==> config.mk <==
export PLATFORM = sky130hd
export DESIGN_NAME = l2_reservation_unit
export DESIGN_NICKNAME = d
export VERILOG_FILES = /design/src/rtl/l2_config_and_types.sv /design/src/rtl/l2_reservation_slot.sv /design/src/rtl/l2_reservation_unit.sv
export SDC_FILE = /design/constraint.sdc
export NUM_CORES = 1
export LEC_CHECK = 0
export CORE_MARGIN = 2
export CORE_UTILIZATION = 36
export DETAILED_ROUTE_END_ITERATION = 10
export GPL_ROUTABILITY_DRIVEN = 0
export SETUP_SLACK_MARGIN = 0.02
export SLEW_MARGIN = 25
export SYNTH_ARGS = -nofsm -noshare
export SYNTH_HDL_FRONTEND = slang
export SYNTH_SLANG_ARGS = --single-unit
==> constraint.sdc <==
create_clock -name clk -period 10.6 [get_ports clk]
set_input_delay 2.12 -clock clk [delete_from_list [all_inputs] [get_ports clk]]
set_output_delay 2.12 -clock clk [all_outputs]
set_load 0.01 [all_outputs]
### Signal wires by layer

(3 px per um)
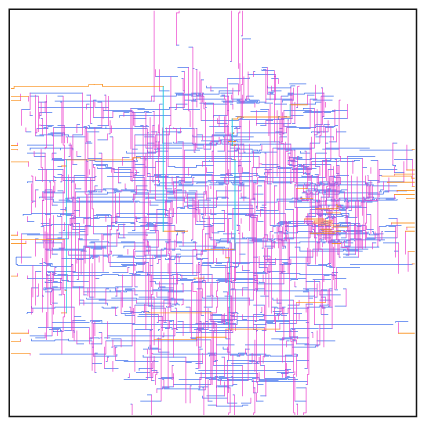
legend:
  met3:
    color: orange
    wire_length: 407 um
  met1:
    color: blue
    wire_length: 6,050 um
  met2:
    color: magenta
    wire_length: 6,470 um
  met4:
    color: cyan
    wire_length: 166 um
Detailed Route WL: 13.09 mm
mean routed wirelength per cell: 17.36 um

### Wires at chosen ports, followed through buffers

(3 px per um)
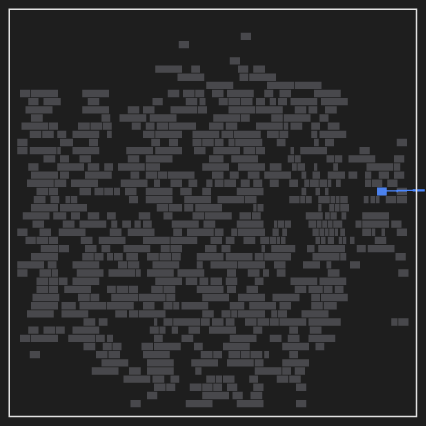
legend:
  req_store:
    color: blue
    bits: 1
    direction: input
    edge: right
    end_cells: 1
    buffers: 1
    wire: 13.6 um
I/O Buffers: 41
I/O Pins: 44

### Where the registers sit

(2 px per um)
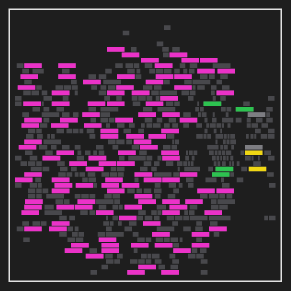
legend:
  g_slot.u_slot.tag:
    color: magenta
    sequential_cells: 112
  g_slot.u_slot.reserved:
    color: green
    sequential_cells: 4
    where: middle right
  resp_id:
    color: yellow
    sequential_cells: 2
not colored: 2
Flop area: 0.003003 sq mm
post-layout util: 0.4264
Seq area share: 0.4129

==> reports/metrics.cfg <==
[status]
status=completed

[global_routing]
antenna_found_initial=0
grt_max_degree=76
grt_usage=0.1559
grt_pass1_vias=3977
grt_pass1_wl_mm=21.46

[clocking]
cts_setup_buffers=0
clk_pin_slew_ps=50
clockBufferDepth=2
clock_sinks=120
cts_buffers=17

[floorplanning]
die_x_um=135.3
fp-utilization=0.3638
rows=48

[critical_path]
critPathSlowestCell=clkdlybuf4s50_1
max_stage_delay_ps=580
cp_data_arrival_time_ps=3390
path_buffers=2
worstSetupPathType=input pin to output port
crit_path_start_kind=input pin
r2r_cells=7
required_ps=8480
r2r_setup_slack_ps=8110

[drt]
drt_iter0_drc=202
via_count=3791
ant_nets=0
firstDrtPassIters=4

[hold_path]
min_path_type=register to register
min_path_cells=2

[synth]
syn_inst=496
top_area_cell=dfrtp_1
synthTopCellsByCount=dfrtp_1, mux2_2, xor2_1
syn-cell-area_sq_mm=0.006205
synth-warning-count=0
ys_seq_share=0.4840
netlist.area_leader.share=0.4840
flop_cell=dfrtp_1
synth_stat.cells=496
yosys_area_sq_mm=0.006205
ys_async_sr_fraction=1.000

[power]
p_leak_nw=3.133
irDropWorstVdd_mv=0.1130
p_per_area_mw_per_mm2=198.0
finalPower_mw=1.440

[place]
placed_area_sq_mm=0.006714
dp_cells=726

[job]
warning_count=28

[finish]
fillers=1623
fin_area_sq_mm=0.007273
fin_nets=559

[sta]
rsz0062_at_grt=no
min_period_ps=5514
worst_slack_ps=5086
maxSlewHeadroom=0.3661
finalClockSkew_ps=8.337
hold_slack_ps=488.8
finalSetupViolations=0

## where the power goes
part / internal [mW] / switching [mW] / total (mW)
logic: 0.149 / 0.118 / 0.266
clock network: 0.353 / 0.190 / 0.543
registers: 0.563 / 0.0678 / 0.631
total: 1.06 / 0.375 / 1.44
## tightest hold or removal path: stages (launching register included)
cell and delay, ps:
dfrtp_1 350, nand2_1 50, nand2_1 60
## area by class of cell
cell class | instances | area, sq um | area share
sequential | 120 | 3003 | 0.4129
inverter | 5 | 21.27 | 0.002924
clock inverter | 3 | 40.04 | 0.005505
clock buffer | 25 | 515.5 | 0.07088
multi-input combinational | 330 | 2960 | 0.4070
timing repair buffer | 46 | 451.7 | 0.06210
tap | 225 | 281.5 | 0.03871
## kinds of logic after synthesis
| family | share of synthesized area |
|---|---|
| flops | 0.4840 |
| simple gates | 0.07441 |
| mux | 0.2069 |
| xor+xnor | 0.1605 |
| buf+inv | 0.04194 |
| compound gates | 0.03227 |
## metal layers
metal  part of all wire  GRT usage  up-vias  wire, um
met4              0.013    0.05613        0       165
met3              0.031    0.03517       16       406
met5                  0          0        -         0
met2               0.49     0.2561       83      6471
met1               0.46     0.2027     1940      6045
li1                   -          -     1752         -
## cell usage in the layout (no fill, tap or decap), types with 3 or more instances in the layout
cell type        count
nand2_1             12
o21ai_0              8
nor3_1               7
xor2_1             103
nor3_4               3
or3_1                3
o21ai_1              5
xnor2_1              7
nor4_1              20
nand2b_1             5
clkbuf_16           17
buf_4                4
clkdlybuf4s50_1     41
a21oi_1              7
dfrtp_1            120
nand3_1              4
clkbuf_8             6
mux2_2             104
inv_1                4
mux2_1              10
nor4_2               4
nand4_1              9
Power and IR drop assume default switching activity.
